`src/rtl/decode_pkg.sv`:
```
// Shared LEGv8 decode definitions: format codes, opcode patterns and opcode
// classification helpers used by the field extractor.
package decode_pkg;

  typedef enum logic [2:0] {
    FMT_R  = 3'd0,
    FMT_I  = 3'd1,
    FMT_D  = 3'd2,
    FMT_B  = 3'd3,
    FMT_CB = 3'd4,
    FMT_IW = 3'd5
  } fmt_t;

  typedef enum logic [1:0] {
    SKID_EMPTY = 2'd0,
    SKID_MAIN  = 2'd1,
    SKID_FULL  = 2'd2
  } skid_state_t;

  localparam logic [5:0] OP_B     = 6'b000101;
  localparam logic [5:0] OP_BL    = 6'b100101;
  localparam logic [7:0] OP_CBZ   = 8'b10110100;
  localparam logic [7:0] OP_CBNZ  = 8'b10110101;
  localparam logic [7:0] OP_BCOND = 8'b01010100;
  localparam logic [8:0] OP_MOVZ  = 9'b110100101;
  localparam logic [8:0] OP_MOVK  = 9'b111100101;

  localparam logic [9:0] OP_ADDI  = 10'b1001000100;
  localparam logic [9:0] OP_ADDIS = 10'b1011000100;
  localparam logic [9:0] OP_SUBI  = 10'b1101000100;
  localparam logic [9:0] OP_SUBIS = 10'b1111000100;
  localparam logic [9:0] OP_ANDI  = 10'b1001001000;
  localparam logic [9:0] OP_ANDIS = 10'b1111001000;
  localparam logic [9:0] OP_ORRI  = 10'b1011001000;
  localparam logic [9:0] OP_EORI  = 10'b1101001000;

  localparam logic [10:0] OP_LDUR   = 11'b11111000010;
  localparam logic [10:0] OP_STUR   = 11'b11111000000;
  localparam logic [10:0] OP_LDURB  = 11'b00111000010;
  localparam logic [10:0] OP_STURB  = 11'b00111000000;
  localparam logic [10:0] OP_LDURH  = 11'b01111000010;
  localparam logic [10:0] OP_STURH  = 11'b01111000000;
  localparam logic [10:0] OP_LDURSW = 11'b10111000100;
  localparam logic [10:0] OP_STURW  = 11'b10111000000;
  localparam logic [10:0] OP_LDXR   = 11'b11001000010;
  localparam logic [10:0] OP_STXR   = 11'b11001000000;

  localparam logic [10:0] OP_ADD  = 11'b10001011000;
  localparam logic [10:0] OP_ADDS = 11'b10101011000;
  localparam logic [10:0] OP_SUB  = 11'b11001011000;
  localparam logic [10:0] OP_SUBS = 11'b11101011000;
  localparam logic [10:0] OP_AND  = 11'b10001010000;
  localparam logic [10:0] OP_ANDS = 11'b11101010000;
  localparam logic [10:0] OP_ORR  = 11'b10101010000;
  localparam logic [10:0] OP_EOR  = 11'b11001010000;
  localparam logic [10:0] OP_LSL  = 11'b11010011011;
  localparam logic [10:0] OP_LSR  = 11'b11010011010;
  localparam logic [10:0] OP_BR   = 11'b11010110000;
  localparam logic [10:0] OP_MUL  = 11'b10011011000;

  function automatic logic is_i_op(input logic [9:0] op);
    case (op)
      OP_ADDI, OP_ADDIS, OP_SUBI, OP_SUBIS,
      OP_ANDI, OP_ANDIS, OP_ORRI, OP_EORI: is_i_op = 1'b1;
      default:                             is_i_op = 1'b0;
    endcase
  endfunction

  function automatic logic is_d_op(input logic [10:0] op);
    case (op)
      OP_LDUR, OP_STUR, OP_LDURB, OP_STURB, OP_LDURH,
      OP_STURH, OP_LDURSW, OP_STURW, OP_LDXR, OP_STXR: is_d_op = 1'b1;
      default:                                         is_d_op = 1'b0;
    endcase
  endfunction

  function automatic logic is_store_op(input logic [10:0] op);
    case (op)
      OP_STUR, OP_STURB, OP_STURH, OP_STURW, OP_STXR: is_store_op = 1'b1;
      default:                                        is_store_op = 1'b0;
    endcase
  endfunction

  function automatic logic is_r_op(input logic [10:0] op);
    case (op)
      OP_ADD, OP_ADDS, OP_SUB, OP_SUBS, OP_AND, OP_ANDS,
      OP_ORR, OP_EOR, OP_LSL, OP_LSR, OP_BR, OP_MUL: is_r_op = 1'b1;
      default:                                       is_r_op = 1'b0;
    endcase
  endfunction

endpackage

```
`src/rtl/instr_field_extract.sv`:
```
// Combinational LEGv8 field decoder: format, register fields, second read
// address and extended immediate for one instruction word.
module instr_field_extract
  import decode_pkg::*;
#(
  parameter int INSTR_LEN  = 32,
  parameter int DATA_WIDTH = 64
) (
  input  logic [INSTR_LEN-1:0]  instr,
  output logic [10:0]           opcode,
  output logic [2:0]            fmt,
  output logic [4:0]            rd,
  output logic [4:0]            rn,
  output logic [4:0]            rm,
  output logic [4:0]            reg2,
  output logic [5:0]            shamt,
  output logic [DATA_WIDTH-1:0] imm,
  output logic                  illegal
);

  assign opcode = instr[31:21];
  assign rd     = instr[4:0];
  assign rn     = instr[9:5];
  assign rm     = instr[20:16];
  assign shamt  = instr[15:10];

  always_comb begin
    fmt     = FMT_R;
    imm     = '0;
    illegal = 1'b0;
    reg2    = instr[20:16];
    if (instr[31:26] == OP_B || instr[31:26] == OP_BL) begin
      fmt = FMT_B;
      imm = DATA_WIDTH'($signed(instr[25:0]));
    end else if (instr[31:24] == OP_CBZ || instr[31:24] == OP_CBNZ ||
                 instr[31:24] == OP_BCOND) begin
      fmt  = FMT_CB;
      imm  = DATA_WIDTH'($signed(instr[23:5]));
      reg2 = instr[4:0];
    end else if (instr[31:23] == OP_MOVZ || instr[31:23] == OP_MOVK) begin
      fmt = FMT_IW;
      // hw field selects which 16-bit lane the immediate lands in
      imm = DATA_WIDTH'(instr[20:5]) << {instr[22:21], 4'b0000};
    end else if (is_i_op(instr[31:22])) begin
      fmt = FMT_I;
      imm = DATA_WIDTH'(instr[21:10]);
    end else if (is_d_op(instr[31:21])) begin
      fmt = FMT_D;
      imm = DATA_WIDTH'($signed(instr[20:12]));
      if (is_store_op(instr[31:21])) reg2 = instr[4:0];
    end else if (!is_r_op(instr[31:21])) begin
      illegal = 1'b1;
    end
  end

endmodule

```
`src/rtl/instr_decode_stage.sv`:
```
// IF/ID decode stage: decodes the incoming instruction and holds results in a
// two-entry skid buffer so in_ready never depends combinationally on out_ready.
module instr_decode_stage
  import decode_pkg::*;
#(
  parameter int INSTR_LEN  = 32,
  parameter int DATA_WIDTH = 64,
  parameter int PC_WIDTH   = 64
) (
  input  logic                  clk,
  input  logic                  reset,
  input  logic                  flush,
  input  logic                  in_valid,
  output logic                  in_ready,
  input  logic [INSTR_LEN-1:0]  in_instr,
  input  logic [PC_WIDTH-1:0]   in_pc,
  output logic                  out_valid,
  input  logic                  out_ready,
  output logic [PC_WIDTH-1:0]   out_pc,
  output logic [10:0]           out_opcode,
  output logic [2:0]            out_fmt,
  output logic [4:0]            out_rd,
  output logic [4:0]            out_rn,
  output logic [4:0]            out_rm,
  output logic [4:0]            out_reg2,
  output logic [5:0]            out_shamt,
  output logic [DATA_WIDTH-1:0] out_imm,
  output logic                  out_illegal
);

  localparam int BW = PC_WIDTH + 11 + 3 + 5 * 4 + 6 + DATA_WIDTH + 1;

  logic [10:0]           dec_opcode;
  logic [2:0]            dec_fmt;
  logic [4:0]            dec_rd, dec_rn, dec_rm, dec_reg2;
  logic [5:0]            dec_shamt;
  logic [DATA_WIDTH-1:0] dec_imm;
  logic                  dec_illegal;
  logic [BW-1:0]         dec_bus;

  instr_field_extract #(
    .INSTR_LEN (INSTR_LEN),
    .DATA_WIDTH(DATA_WIDTH)
  ) u_extract (
    .instr  (in_instr),
    .opcode (dec_opcode),
    .fmt    (dec_fmt),
    .rd     (dec_rd),
    .rn     (dec_rn),
    .rm     (dec_rm),
    .reg2   (dec_reg2),
    .shamt  (dec_shamt),
    .imm    (dec_imm),
    .illegal(dec_illegal)
  );

  assign dec_bus = {in_pc, dec_opcode, dec_fmt, dec_rd, dec_rn, dec_rm,
                    dec_reg2, dec_shamt, dec_imm, dec_illegal};

  skid_state_t   state_reg, state_next;
  logic [BW-1:0] main_reg, main_next;
  logic [BW-1:0] skid_reg, skid_next;
  logic          in_ready_reg;
  logic          in_fire, out_fire;

  assign in_ready  = in_ready_reg;
  assign out_valid = (state_reg != SKID_EMPTY);
  assign in_fire   = in_valid & in_ready_reg;
  assign out_fire  = out_valid & out_ready;

  assign {out_pc, out_opcode, out_fmt, out_rd, out_rn, out_rm,
          out_reg2, out_shamt, out_imm, out_illegal} = main_reg;

  always_comb begin
    state_next = state_reg;
    main_next  = main_reg;
    skid_next  = skid_reg;
    case (state_reg)
      SKID_EMPTY: begin
        if (in_fire) begin
          main_next  = dec_bus;
          state_next = SKID_MAIN;
        end
      end
      SKID_MAIN: begin
        if (out_fire) begin
          if (in_fire) main_next = dec_bus;
          else         state_next = SKID_EMPTY;
        end else if (in_fire) begin
          skid_next  = dec_bus;
          state_next = SKID_FULL;
        end
      end
      SKID_FULL: begin
        if (out_fire) begin
          main_next  = skid_reg;
          state_next = SKID_MAIN;
        end
      end
      default: state_next = SKID_EMPTY;
    endcase
  end

  always_ff @(posedge clk) begin
    if (reset || flush) begin
      state_reg    <= SKID_EMPTY;
      main_reg     <= '0;
      skid_reg     <= '0;
      in_ready_reg <= 1'b1;
    end else begin
      state_reg    <= state_next;
      main_reg     <= main_next;
      skid_reg     <= skid_next;
      // Registered ready: accept unless the skid slot will be occupied
      in_ready_reg <= (state_next != SKID_FULL);
    end
  end

endmodule
```
`config.mk`:
```
export PLATFORM = sky130hd
export DESIGN_NAME = instr_decode_stage
export DESIGN_NICKNAME = d
export VERILOG_FILES = /design/src/rtl/decode_pkg.sv /design/src/rtl/instr_field_extract.sv /design/src/rtl/instr_decode_stage.sv
export SDC_FILE = /design/constraint.sdc
export NUM_CORES = 1
export LEC_CHECK = 0
export CAP_MARGIN = 10
export CORE_MARGIN = 2
export CORE_UTILIZATION = 56
export DETAILED_ROUTE_END_ITERATION = 16
export PLACE_DENSITY = 0.85
export RECOVER_POWER = 100
export SYNTH_ARGS = -nofsm -noshare
export SYNTH_HDL_FRONTEND = slang
export SYNTH_SLANG_ARGS = --single-unit
```
`constraint.sdc`:
```
create_clock -name clk -period 4.1 [get_ports clk]
set_input_delay 0.82 -clock clk [delete_from_list [all_inputs] [get_ports clk]]
set_output_delay 0.82 -clock clk [all_outputs]
set_load 0.005 [all_outputs]
```
==> qor.yml <==
synth:
  ys_area_sq_mm: 0.0142
  async_reset_ff_frac: 0
  top_cell_area_share: 0.482
  topCombFamilyByArea: "AND-OR/OR-AND gates"
  synth.largest_area_cell: "dfxtp_1"
  yosysUniqueCellTypes: 60
  simple_gate_share: 0.190
  area_leaders: "dfxtp_1, nand2_1, a21oi_1"
  flop_cell: "dfxtp_1"
  edf_count: 0
  numSynthFlops: 341
  yosys.area_share.xor_xnor: 0.000618
  netlist_instances: 1775
  yosysWarningCount: 0
  ys_seq_frac: 0.482
  netlist_area_sq_mm: 0.0142
  fa_ha_area_frac: 0
  aoi_share: 0.269
final_layout:
  instances_no_fill: 2285
  nFillCells: 1876
  syn_to_final_growth_pct: 27.5
  nNetsFinal: 2029
power:
  p_leak_nw: 7.18
  power.switching_mw: 1.72
  peakVddDrop_v: 0.000324
  internal_power_mw: 5.80
  clkPwrFrac: 0.466
place:
  post_dp_cell_area_sq_mm: 0.0168
  pre_cts_ws_ps: 533
  hpwl_um: 26200
  placed_cells: 2220
worst_hold_path:
  worstHoldPathType: "flop to flop"
  hp-start: "main_reg[3]"
drt:
  postRouteAntennaNets: 0
  drc: 0
global_routing:
  grtUsageMet2: 0.503
  top_usage_layer: "met2"
  grt_max_degree: 190
  grt_pass1_wl_um: 67700
  grt_pass1_vias: 12800
cts:
  cts_root_buf: "clkbuf_16"
  cts_num_sinks: 341
  cts_resized: 0
  clkSlewWorstSetupHoldPaths_ps: 60
  h-tree-depth: 2
  cts_tree: "built"
floorplanning:
  dieArea_sq_mm: 0.0266
  die_y_um: 163
  io_pins: 272
  initCoreUtil: 0.566
  fp.dieW_um: 163
sta:
  fmax_mhz: 286
  finalMaxSlewViolations: 188
  worst_slack_ps: 608
  setup_viol: 0
  relSlewSlack: -0.390
  fin_hold_ws_ps: 440
  worst_pin_slew_ps: 2080
  finalClockPeriodUsage: 0.852
  post-route-min-period_ps: 3490
  tns_ps: 0
setup_path:
  critPathMaxFanout: 19
  critical_path.startpoint: "in_instr[29]"
  crit_type: "input pin to flop"
  r2r_start: "state_reg[1]"
  start_kind: "input pin"
outcome:
  outcome: "complete, but fails checks"
  violations: "capacitance limit, slew limit"
job:
  warnings: 32
  drv_cap: 1
per-layer routing:
metal	wire length, um	vias up
li1	-	6539
met1	17400	6558
met2	20000	792
met3	4370	147
met4	1930	0
met5	0	-
worst max-delay path, stage by stage:
cell and delay [ps]:
dlygate4sd3_1 760, or3b_1 400, a221oi_2 350, or2_0 930
a21oi_1 380, a21oi_1 270
cell usage in the layout (no fill, tap or decap), drive strengths merged, types with 7 or more instances in the layout:
cell type | Yosys | routed
nand2 | 448 | 448
dfxtp | 341 | 341
a21oi | 182 | 182
dlygate4sd3 | 0 | 175
o21ai | 144 | 144
nor2 | 113 | 113
a311oi | 97 | 97
clkdlybuf4s50 | 0 | 96
clkbuf | 123 | 58
a31oi | 56 | 56
a21o | 47 | 47
nand3 | 19 | 19
buf | 59 | 18
o211ai | 12 | 12
o21a | 11 | 11
a22oi | 9 | 9
a22o | 9 | 9
a211o | 8 | 8
a221oi | 8 | 8
nor3 | 7 | 7
clkinv | 0 | 7
path summary, 6_finish.rpt:
path	end	slack (ps)	cells after the start
worst min-delay path	main_reg[3]	440	2
worst min register to register	main_reg[3]	440	2
worst max-delay path	skid_reg[25]	610	6
worst max register to register	main_reg[156]	1230	6
power groups by stage:
stage	Combinational, mW	Clock, mW	Sequential, mW
3_5_place_dp	0.615	0	3.49
6_report	0.608	3.51	3.41
5_1_grt	0.655	3.67	3.42
3_3_place_gp	0.607	0	3.48
4_1_cts	0.622	3.53	3.41
2_1_floorplan	0.299	0	3.49
final cells by class:
cell class	instances	area, sq um	area share
Timing Repair Buffer	297	2920	0.162
Clock buffer	50	1050	0.0579
Clock inverter	15	243	0.0134
Inverter	3	11.3	0.000624
Sequential cell	341	6830	0.378
Tap cell	330	413	0.0229
Multi-Input combinational cell	1249	6590	0.365
**Signal wires by layer**

Scale bar: 50 um.
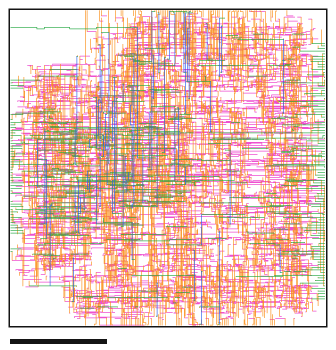
| layer | colour | wire length |
|---|---|---|
| M2 | orange | 20000 um |
| M4 | blue | 1930 um |
| M1 | magenta | 17400 um |
| M3 | green | 4370 um |
DR vias: 14000
Total GRT Usage: 0.314
Routed WL per cell: 19.1 um
total wire length: 43700 um

**Sequential cells coloured by netlist name**

Scale bar: 50 um.
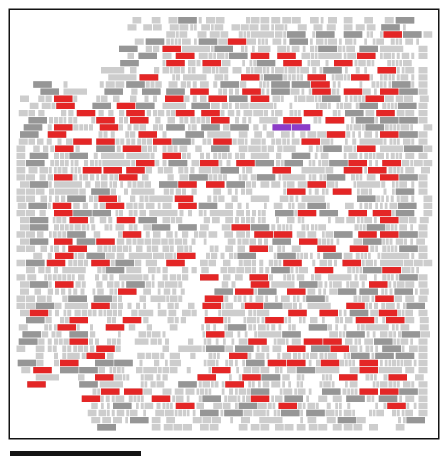
| netlist name | colour | placed flops |
|---|---|---|
| state_reg | purple | 2 |
| skid_reg | red | 169 |
fin util: 0.721
FF/Latch Area: 0.00683 sq mm
register share of the cell area: 0.378
Seq power: 3.41 mW

**Wire density map**

Scale bar: 50 um. The die is cut into 33 by 33 equal tiles; dark blue is low, red is high, scaled to the fullest tile. Values are wire area over tile area, all layers added.
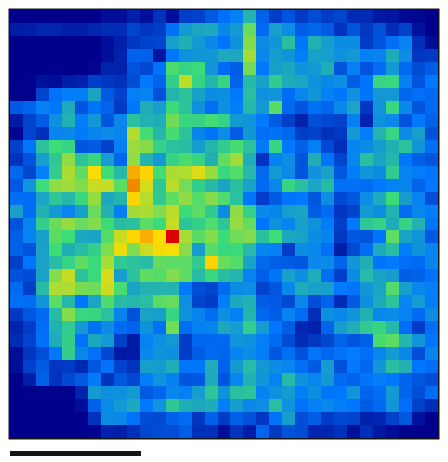
tiles over half the peak: 11%
mean over tiles: 0.28
fullest tile: 0.98
nearly empty tiles: 6.0%
emptiest ninth of the die: north-west

**Cells coloured by class**

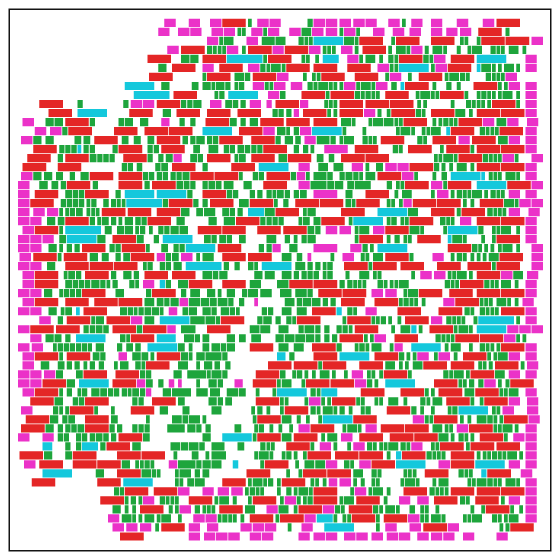
| class | colour | cells | share of their area |
|---|---|---|---|
| remaining logic cells | green | 1252 | 37% |
| clock drivers and dummy loads | cyan | 65 | 7.3% |
| remaining buffers and delay cells | magenta | 297 | 17% |
| sequential cells | red | 341 | 39% |
placeable core area: 0.0250 sq mm
Site Rows: 58
cell area after layout: 0.0181 sq mm

**Routing congestion**

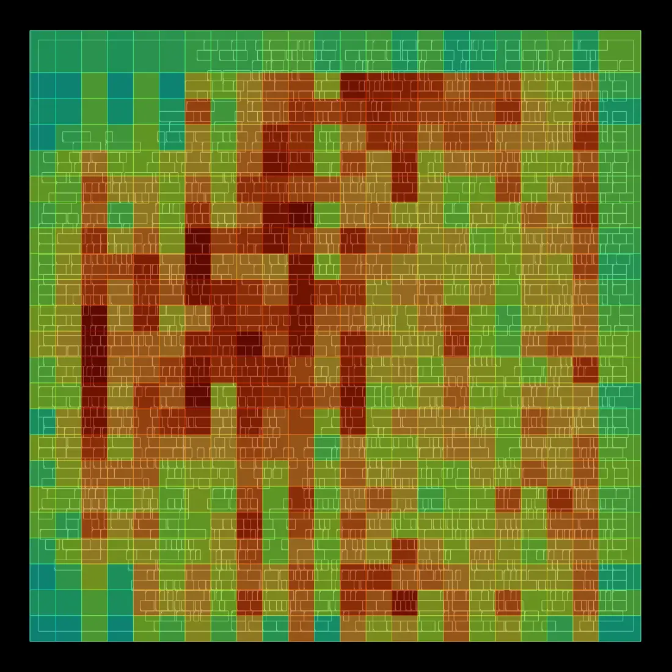
met3 Use GR: 0.0551
M1 GR Usage: 0.416

Power and IR drop assume default switching activity.
